`src/rtl/cntr_pkg.sv`:
```
// Shared encodings for the up/down timer: terminal-count mode codes and FSM states.
package cntr_pkg;

  localparam logic [1:0] MODE_WRAP    = 2'b00;
  localparam logic [1:0] MODE_RELOAD  = 2'b01;
  localparam logic [1:0] MODE_ONESHOT = 2'b10;

  typedef enum logic [1:0] {
    S_IDLE = 2'd0,
    S_RUN  = 2'd1,
    S_HALT = 2'd2
  } state_t;

  // One counting step modulo 2^WIDTH in the requested direction.
  function automatic logic [31:0] step_count(input logic [31:0] value, input logic up);
    return up ? value + 32'd1 : value - 32'd1;
  endfunction

endpackage

```
`src/rtl/cntr_prescaler.sv`:
```
// Prescaler: emits one tick every prescale+1 running cycles; holds its count when idle.
module cntr_prescaler #(
  parameter int PSC_W = 4
) (
  input  logic             clock,
  input  logic             start,
  input  logic             run,
  input  logic             clr,
  input  logic [PSC_W-1:0] prescale,
  output logic             tick
);

  logic [PSC_W-1:0] psc_reg;

  // Compare is live, so a new prescale value applies at the very next compare.
  assign tick = run && (psc_reg == prescale);

  always_ff @(posedge clock or posedge start) begin
    if (start) begin
      psc_reg <= '0;
    end else if (clr) begin
      psc_reg <= '0;
    end else if (run) begin
      psc_reg <= tick ? '0 : psc_reg + PSC_W'(1);
    end
  end

endmodule

```
`src/rtl/updown_timer.sv`:
```
// Programmable up/down counter/timer with prescaler, wrap/reload/one-shot terminal
// behaviour, synchronous load and a one-cycle terminal-count pulse.
module updown_timer
  import cntr_pkg::*;
#(
  parameter int               WIDTH     = 8,
  parameter int               PSC_W     = 4,
  parameter logic [WIDTH-1:0] RESET_VAL = {WIDTH{1'b1}}
) (
  input  logic             clock,
  input  logic             start,
  input  logic             en,
  input  logic             dir,
  input  logic [1:0]       mode,
  input  logic             load,
  input  logic [WIDTH-1:0] load_val,
  input  logic [PSC_W-1:0] prescale,
  output logic [WIDTH-1:0] data,
  output logic             tc,
  output logic             busy,
  output logic             halted
);

  state_t           state_reg;
  logic [WIDTH-1:0] data_reg;
  logic             tc_reg;
  logic             busy_reg;
  logic             halted_reg;

  logic             run;
  logic             tick;
  logic             terminal;
  logic [WIDTH-1:0] stepped;

  assign run      = (state_reg == S_RUN) && en;
  assign terminal = dir ? (data_reg == {WIDTH{1'b1}}) : (data_reg == '0);
  assign stepped  = WIDTH'(step_count(32'(data_reg), dir));

  // Load restarts the prescale interval so the first tick after a load is a full period away.
  cntr_prescaler #(
    .PSC_W(PSC_W)
  ) u_prescaler (
    .clock   (clock),
    .start   (start),
    .run     (run),
    .clr     (load),
    .prescale(prescale),
    .tick    (tick)
  );

  always_ff @(posedge clock or posedge start) begin
    if (start) begin
      state_reg  <= S_IDLE;
      data_reg   <= RESET_VAL;
      tc_reg     <= 1'b0;
      busy_reg   <= 1'b0;
      halted_reg <= 1'b0;
    end else begin
      tc_reg <= 1'b0;

      case (state_reg)
        S_IDLE: begin
          if (en) begin
            state_reg <= S_RUN;
            busy_reg  <= 1'b1;
          end
        end
        S_RUN: begin
          if (!en) begin
            state_reg <= S_IDLE;
            busy_reg  <= 1'b0;
          end else if (!load && tick && terminal && mode == MODE_ONESHOT) begin
            state_reg  <= S_HALT;
            busy_reg   <= 1'b0;
            halted_reg <= 1'b1;
          end
        end
        S_HALT: begin
          if (load) begin
            state_reg  <= S_IDLE;
            halted_reg <= 1'b0;
          end
        end
        default: begin
          state_reg  <= S_IDLE;
          busy_reg   <= 1'b0;
          halted_reg <= 1'b0;
        end
      endcase

      // Load wins over a coincident tick, which also swallows a terminal pulse.
      if (load) begin
        data_reg <= load_val;
      end else if (tick) begin
        if (terminal) begin
          tc_reg <= 1'b1;
          case (mode)
            MODE_RELOAD:  data_reg <= load_val;
            MODE_ONESHOT: data_reg <= data_reg;
            default:      data_reg <= stepped;
          endcase
        end else begin
          data_reg <= stepped;
        end
      end
    end
  end

  assign data   = data_reg;
  assign tc     = tc_reg;
  assign busy   = busy_reg;
  assign halted = halted_reg;

endmodule

```
`config.mk`:
```
export PLATFORM = sky130hd
export DESIGN_NAME = updown_timer
export DESIGN_NICKNAME = d
export VERILOG_FILES = /design/src/rtl/cntr_pkg.sv /design/src/rtl/cntr_prescaler.sv /design/src/rtl/updown_timer.sv
export SDC_FILE = /design/constraint.sdc
export NUM_CORES = 1
export LEC_CHECK = 0
export ABC_AREA = 1
export CORE_UTILIZATION = 30
export DETAILED_ROUTE_END_ITERATION = 12
export GPL_TIMING_DRIVEN = 0
export MAX_ROUTING_LAYER = met4
export SYNTH_ARGS = -nofsm -noshare
export SYNTH_HDL_FRONTEND = slang
export SYNTH_SLANG_ARGS = --single-unit
```
`constraint.sdc`:
```
create_clock -name clock -period 1.63 [get_ports clock]
set_input_delay 0.163 -clock clock [delete_from_list [all_inputs] [get_ports clock]]
set_output_delay 0.163 -clock clock [all_outputs]
set_load 0.02 [all_outputs]
```
run_1/power_grid.png
Scale: 6 px per micron. Pins as bars on the die edge.
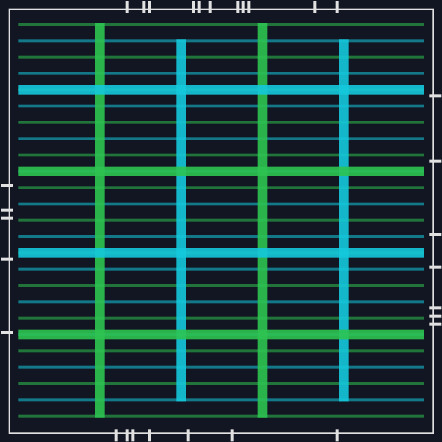
[green] VSS
[cyan] VDD
rows: 24
met4 straps: 4
met5 straps: 4
signal pins: 30
VDD IR max: 0.0003580 V
core area: 4414 sq um

run_1/placement_by_type.png
Scale: 4 px per micron. Fill, decap, tap and diode cells in grey.
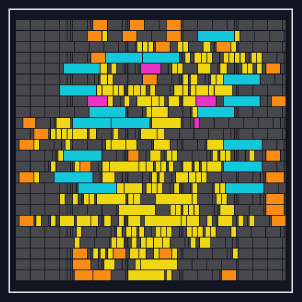
[yellow] combinational and other logic | cells: 184
[magenta] clock drivers and dummy loads | cells: 4
[orange] remaining buffers and delay cells | cells: 31
[cyan] sequential cells | cells: 17
Finished Cell Area: 1908 sq um
Seq area share: 22.82%
num rows: 24
final core occ: 43.23%

run_1/clk_routes.png
Scale: 8 px per micron.
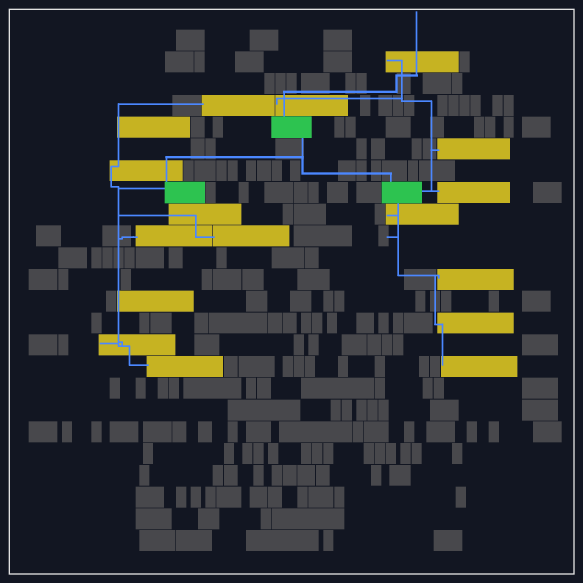
[blue] clock wires | length: 228 microns
[green] clock drivers | count: 3
[yellow] flip-flops | count: 17
routed clock nets: 4
Latency at later pin: 0.25 ns
clock skew: 0.002788 ns
Clock power frac: 19.2%

==> job_summary.md, run 1 <==
### Flow metrics

| Metric | Value |
|---|---|
| Status | `completed` |
| Area growth syn-to-layout | `35.92%` |
| Max Freq | `644.2 MHz` |
| Measured slew at the worst slew-check pin | `0.6443 ns` |
| MUX share of area | `0%` |
| Longest Clk Path Bufs | `2` |
| Post-Synthesis Net Count | `228` |
| Clock transition at the registers of the reported paths | `0.06 ns` |
| Global route overflow | `0` |
| Cells along the critical path | `buf_4 -> nand3_1 -> nand3b_1 -> nand2_4 -> nand2_4 -> nand2_8 -> nand2_1 -> nand3_2 -> nand2_1` |
| YS chip area | `1404 sq um` |
| Synth Instances | `201` |
| Hold Slack | `0.2923 ns` |
| Max FFs per register | `8` |
| Final setup viols | `0` |
| Crit path to | `data[6]$_DFFE_PP1P_` |
| Max-slew violations | `0` |
| Die Ht | `70.41 microns` |
| Yosys warning count | `0` |
| Worst Setup Start Kind | `flop` |
| Die W | `70.41 microns` |
| XOR Share, Synth | `3.743%` |
| R2r setup slk | `0.08 ns` |
| Initial antenna violation count | `0` |
| Pint | `1.028 mW` |
| Clock sinks | `17` |
| Post-DP HPWL | `2381 microns` |
-- run 1: through the flow --
stage | util (%) | setup TNS [ns] | cell area (sq um) | power [mW]
after global routing | 43.23 | -0.2108 | 1908 | 1.766
after detailed placement | 39.85 | -2.655 | 1759 | 1.263
after CTS | 41.04 | 0 | 1812 | 1.586
after global placement | 39.85 | -2.550 | 1759 | 1.254
after floorplan | - | 0 | 1404 | 1.028
final | 43.23 | 0 | 1908 | 1.624
-- run 1: synth_stat cells --
master | number | share of area, %
a21oi_1 | 6 | 2.1
a22oi_1 | 1 | 0.53
dfrtp_1 | 9 | 16
dfstp_2 | 8 | 15
fa_1 | 1 | 1.4
ha_1 | 7 | 6.2
inv_1 | 32 | 8.6
inv_2 | 2 | 0.53
inv_8 | 1 | 0.80
nand2_1 | 75 | 20
nand2_2 | 1 | 0.45
nand2_4 | 4 | 3.2
nand2_8 | 1 | 1.4
nand3_1 | 12 | 4.3
nand3_2 | 9 | 6.4
nand3b_1 | 4 | 2.1
nand4_1 | 1 | 0.45
nor2_1 | 13 | 3.5
nor3_1 | 2 | 0.71
nor3b_1 | 1 | 0.53
o21ai_0 | 4 | 1.4
or2_1 | 1 | 0.45
xnor2_1 | 3 | 1.9
xor2_1 | 3 | 1.9
-- run 1: layout make-up --
| type | count | area (sq um) | area share, % |
|---|---|---|---|
| flip-flops and latches | 17 | 435.4 | 22.82 |
| repair buffers | 31 | 316.6 | 16.59 |
| inverters | 35 | 138.9 | 7.279 |
| multi-input cells | 149 | 907.1 | 47.54 |
| clock buffers | 4 | 45.04 | 2.361 |
| well taps | 52 | 65.06 | 3.410 |
-- run 1: layer usage --
metal	up-vias	GRT usage, %	share of wire, %
li1	692	-	-
met3	0	3.030	3.8
met1	550	17.89	48
met4	0	2.000	0
met5	-	-	0
met2	23	22.22	48
run_1/placement.png
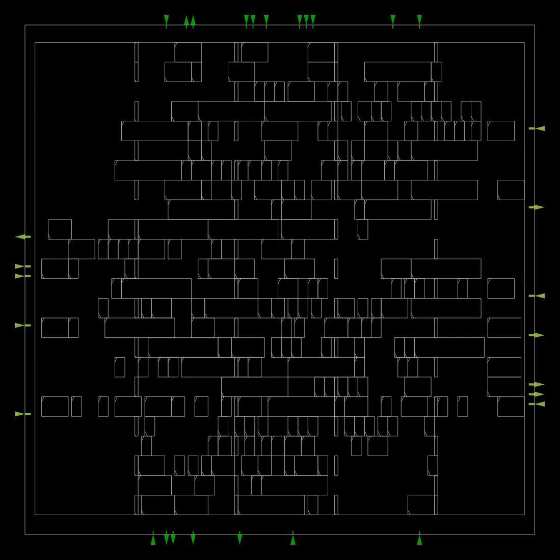

==> run 1 -> run 2 <==
CORE_ASPECT_RATIO = 1.2   (was not set)
run_2/placement.png
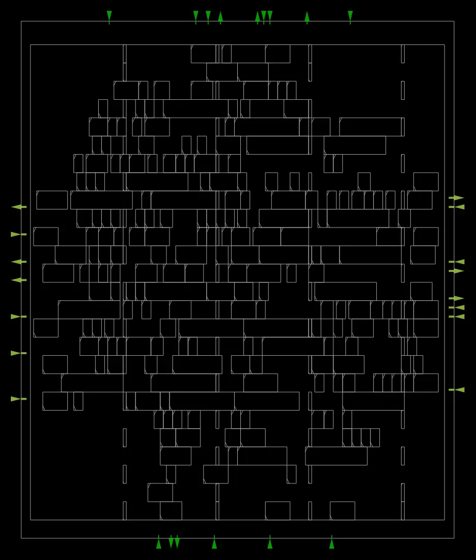
Filler cells: 464
num rows: 26
core area: 4359 sq um
final core occ: 45.47%
Flops: 17

==> run 2 against run 1 <==
Net effect: area after synthesis unchanged; non-clock buffer count increased by 2; global-route usage increased by 0.79 points; largest power group unchanged; maximum frequency decreased by 2.3%; via count increased by 3.9%; synthesized cell count unchanged; critical endpoint is now data[7]$_DFFE_PP1P_; core utilization increased by 2.2 points; clock power about the same.
==> job_summary.md, run 2 <==
### Flow metrics

| Metric | Value |
|---|---|
| Global route overflow | `0` |
| Clock power frac | `18.8%` |
| Measured slew at the worst slew-check pin | `0.6445 ns` |
| Status | `completed` |
| Met3 usage | `1.935%` |
| Storage cell area | `435.4 sq um` |
| GRT busiest layer | `met2` |
| Max layer used | `met4` |
| Yosys warning count | `0` |
| Top cells, area | `nand2_1 (20%), dfrtp_1 (16%), dfstp_2 (15%)` |
| Count leader, synth | `nand2_1` |
| Number of enable flip-flop cells | `0` |
| Max Freq | `629.7 MHz` |
| MUX share of area | `0%` |
| Finished Cell Area | `1982 sq um` |
| Main flop type | `dfrtp_1` |
| Clock sinks | `17` |
| Latency at later pin | `0.25 ns` |
| Top cells by instance count after synthesis | `nand2_1 (75), inv_1 (32), nor2_1 (13)` |
| Post-DP HPWL | `2366 microns` |
| Max FFs per register | `8` |
| Synth Instances | `201` |
| Top cell area share | `20.05%` |
| GR Layer Usage met1 | `17.41%` |
| Clock transition at the registers of the reported paths | `0.07 ns` |
| Area growth syn-to-layout | `41.18%` |
| YS chip area | `1404 sq um` |
| Met2 WL | `1695 microns` |
| Cells along the critical path | `buf_4 -> nand3_1 -> nand3b_1 -> nand2_4 -> nand2_8 -> nand2_8 -> nand2_1 -> nand3_2 -> nand2_1` |
| Worst Setup Start Kind | `flop` |
| Logic area | `957.2 sq um` |
| Initial antenna violation count | `0` |
| Placed instance area | `1764 sq um` |
| Yosys top cell by area | `nand2_1` |
==> run 2: final timing paths <==
kind | from | to | slack [ns] | cells past startpoint
setup / recovery | data[2]$_DFFE_PP1P_ | data[7]$_DFFE_PP1P_ | 0.04 | 9
hold / removal | start | u_prescaler.psc_reg[0]$_DFFE_PP0P_ | 0.30 | 2
setup reg to reg | data[2]$_DFFE_PP1P_ | data[7]$_DFFE_PP1P_ | 0.04 | 9
hold reg to reg | data[7]$_DFFE_PP1P_ | data[7]$_DFFE_PP1P_ | 0.50 | 2
max in group asynchronous | start | state_reg[1]$_DFFE_PP0P_ | 0.92 | 2
min in group clock | load_val[4] | data[4]$_DFFE_PP1P_ | 0.50 | 5
==> run 2: area by class of cell <==
| type | instances | share of cell area (%) |
|---|---|---|
| clock buffers | 4 | 2.273 |
| multi-input cells | 150 | 48.30 |
| repair buffers | 33 | 16.92 |
| flip-flops and latches | 17 | 21.97 |
| well taps | 56 | 3.535 |
| inverters | 35 | 7.008 |
==> run 2: stage by stage <==
step / cells / total power [mW] / utilization [%] / TNS, ns / hold WS (ns)
floorplan: 201 / 1.028 / - / 0 / 0.08327
global placement: 286 / 1.254 / 40.47 / -2.544 / 0.4891
detailed placement: 286 / 1.260 / 40.47 / -2.518 / 0.4952
CTS: 290 / 1.573 / 41.42 / 0 / 0.3393
global route: 295 / 1.818 / 45.47 / -0.2943 / 0.3724
finish: 295 / 1.678 / 45.47 / 0 / 0.2997
==> run 2: power by group through the flow <==
stage / combinational [mW] / clock [mW] / sequential [mW]
6_report: 0.770 / 0.315 / 0.593
5_1_grt: 0.872 / 0.340 / 0.606
4_1_cts: 0.663 / 0.322 / 0.588
3_5_place_dp: 0.666 / 0 / 0.594
3_3_place_gp: 0.661 / 0 / 0.593
2_1_floorplan: 0.396 / 0 / 0.632
run_2/clk_routes.png
Scale: 8 px per micron.
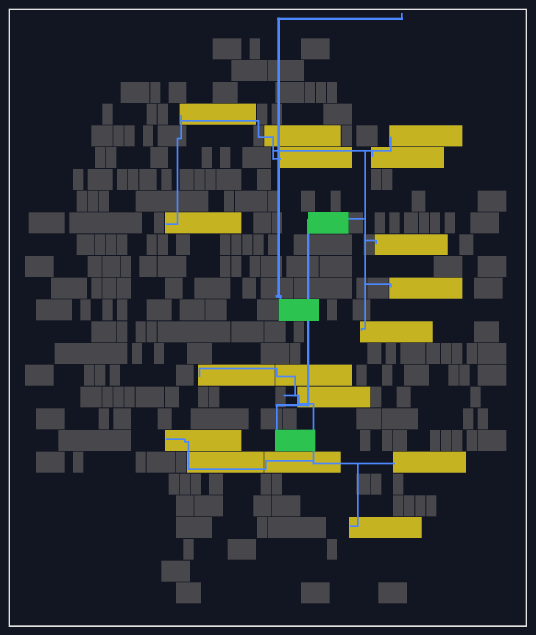

==> run 2 -> run 3 <==
PLACE_DENSITY = 0.57   (was not set)
REMOVE_ABC_BUFFERS = 1   (was not set)
run_3/clk_routes.png
Scale: 8 px per micron.
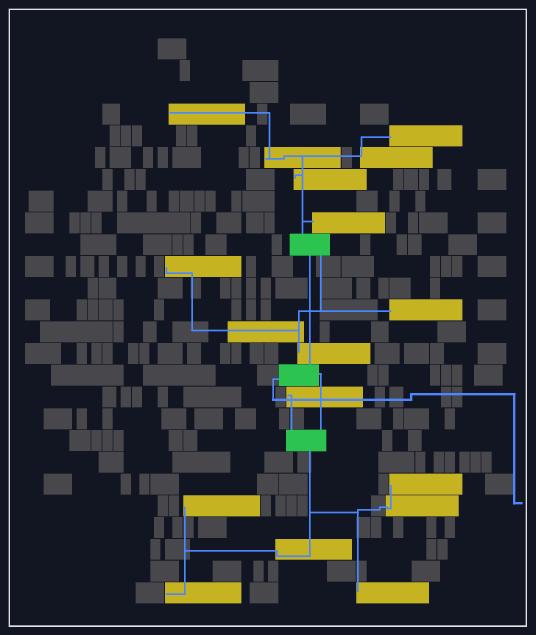
[blue] clock wires | length: 259 microns
[yellow] flip-flops | count: 17
[green] clock drivers | count: 3
routed clock nets: 4
Clk power: 0.316 mW
clock skew: 0.003796 ns

==> run 3 against run 2 <==
Net effect: sequential cell count did not move; critical path type is now reg -> out; worst hold slack improved by 0.0088 ns; clock power hardly changed; sequential share of layout area rose by 0.81 points; area after synthesis unchanged; critical path depth decreased by 8; setup slack worse by 0.029 ns.
==> job_summary.md, run 3 <==
### Flow metrics

| Metric | Value |
|---|---|
| Measured slew at the worst slew-check pin | `0.6741 ns` |
| Max FFs per register | `8` |
| Die Ht | `76.94 microns` |
| Hold Slack | `0.3085 ns` |
| Finished Cell Area | `1912 sq um` |
| CP Launch Point | `data[2]$_DFFE_PP1P_` |
| Global route overflow | `0` |
| Initial antenna violation count | `0` |
| Max-slew violations | `0` |
| Final std cells w/o fill | `293` |
| Yosys top cell by area | `nand2_1` |
| Num rows | `26` |
| Cells along the critical path | `clkdlybuf4s50_1` |
| FF-to-FF End | `data[6]$_DFFE_PP1P_` |
| Max layer used | `met4` |
| Die W | `64.45 microns` |
| Core area | `4359 sq um` |
| Top cell area share | `20.05%` |
| R2r setup slk | `0.05 ns` |
| Cells after DPL | `286` |
| Placed instance area | `1764 sq um` |
| Setup TNS | `0 ns` |
| Reg2Reg Depth | `9` |
| Critical path depth in cells | `1` |
| Latency at later pin | `0.25 ns` |
| Met3 usage | `2.381%` |
| Final setup viols | `0` |
| Fraction of registers with async set/reset | `100.0%` |
| Status | `completed` |
| Met2 usage | `24.21%` |
| Buf/Inv on CP | `1` |
| GRT busiest layer | `met2` |
| Final core occ | `43.86%` |
| Area growth syn-to-layout | `36.19%` |
| Top cells, area | `nand2_1 (20%), dfrtp_1 (16%), dfstp_2 (15%)` |
| Clock sinks | `17` |
| Count leader, synth | `nand2_1` |
| Met2 WL | `1585 microns` |
| Synth Instances | `201` |
| YS chip area | `1404 sq um` |
| GR Layer Usage met1 | `17.23%` |
| Reg-to-Reg Start | `data[2]$_DFFE_PP1P_` |
| Max Freq | `618.3 MHz` |
| Routed vias | `1,293` |
| Worst Setup Start Kind | `flop` |
| Main flop type | `dfrtp_1` |
| Post-DP HPWL | `2416 microns` |
| Clock transition at the registers of the reported paths | `0.07 ns` |
| VDD IR max | `0.0003968 V` |
-- run 3: netlist changes by cell type in the layout (fill, tap and decap cells not counted), moves of 2 or more --
cell             before  now
nand2_2              11    2
nand2_1              65   74
dlymetal6s2s_1        6    3
clkdlybuf4s50_1      20   22
-- run 3: cell type report --
class / count / area [sq um]
Clock buffer: 3 / 41.29
Clock inverter: 1 / 5.005
Fill cell: 480 / 2447
Inverter: 35 / 138.9
Multi-Input combinational cell: 149 / 905.9
Sequential cell: 17 / 435.4
Tap cell: 56 / 70.07
Timing Repair Buffer: 32 / 315.3
-- run 3: report_power, final --
part           internal, mW  switching, mW  leakage, nW
Clock                 0.169          0.146       0.0255
Combinational         0.353          0.385        0.792
Sequential            0.507         0.0834        0.204
-- run 3: worst min-delay path by stage --
stage / from / end / slack (ns)
5_1_grt: start / tc$_DFF_PP0_ / 0.39
4_1_cts: start / u_prescaler.psc_reg[2]$_DFFE_PP0P_ / 0.33
6_report: start / u_prescaler.psc_reg[2]$_DFFE_PP0P_ / 0.31
3_5_place_dp: state_reg[1]$_DFFE_PP0P_ / halted$_DFFE_PP0P_ / 0.49
2_1_floorplan: start / busy$_DFFE_PP0P_ / 0.08
3_3_place_gp: data[7]$_DFFE_PP1P_ / data[7]$_DFFE_PP1P_ / 0.49
-- run 3: kinds of logic (layout without fill, tap and decap cells) --
logic type               after synthesis  after routing  share of synthesized area [%]
AND/OR/NAND/NOR                      124            124                          43.58
adder cells (fa/ha/maj)                8              8                          7.665
AND-OR/OR-AND                         11             11                          4.100
flip-flops                            17             17                          31.02
buffers and inverters                 35             71                          9.894
XOR/XNOR                               6              6                          3.744
-- run 3: repair_timing --
item,in CTS,in global routing
gates resized,7,12
setup endpoints to repair,9,13
pin swaps,0,4
setup buffers,0,3
Power and IR drop assume default switching activity.
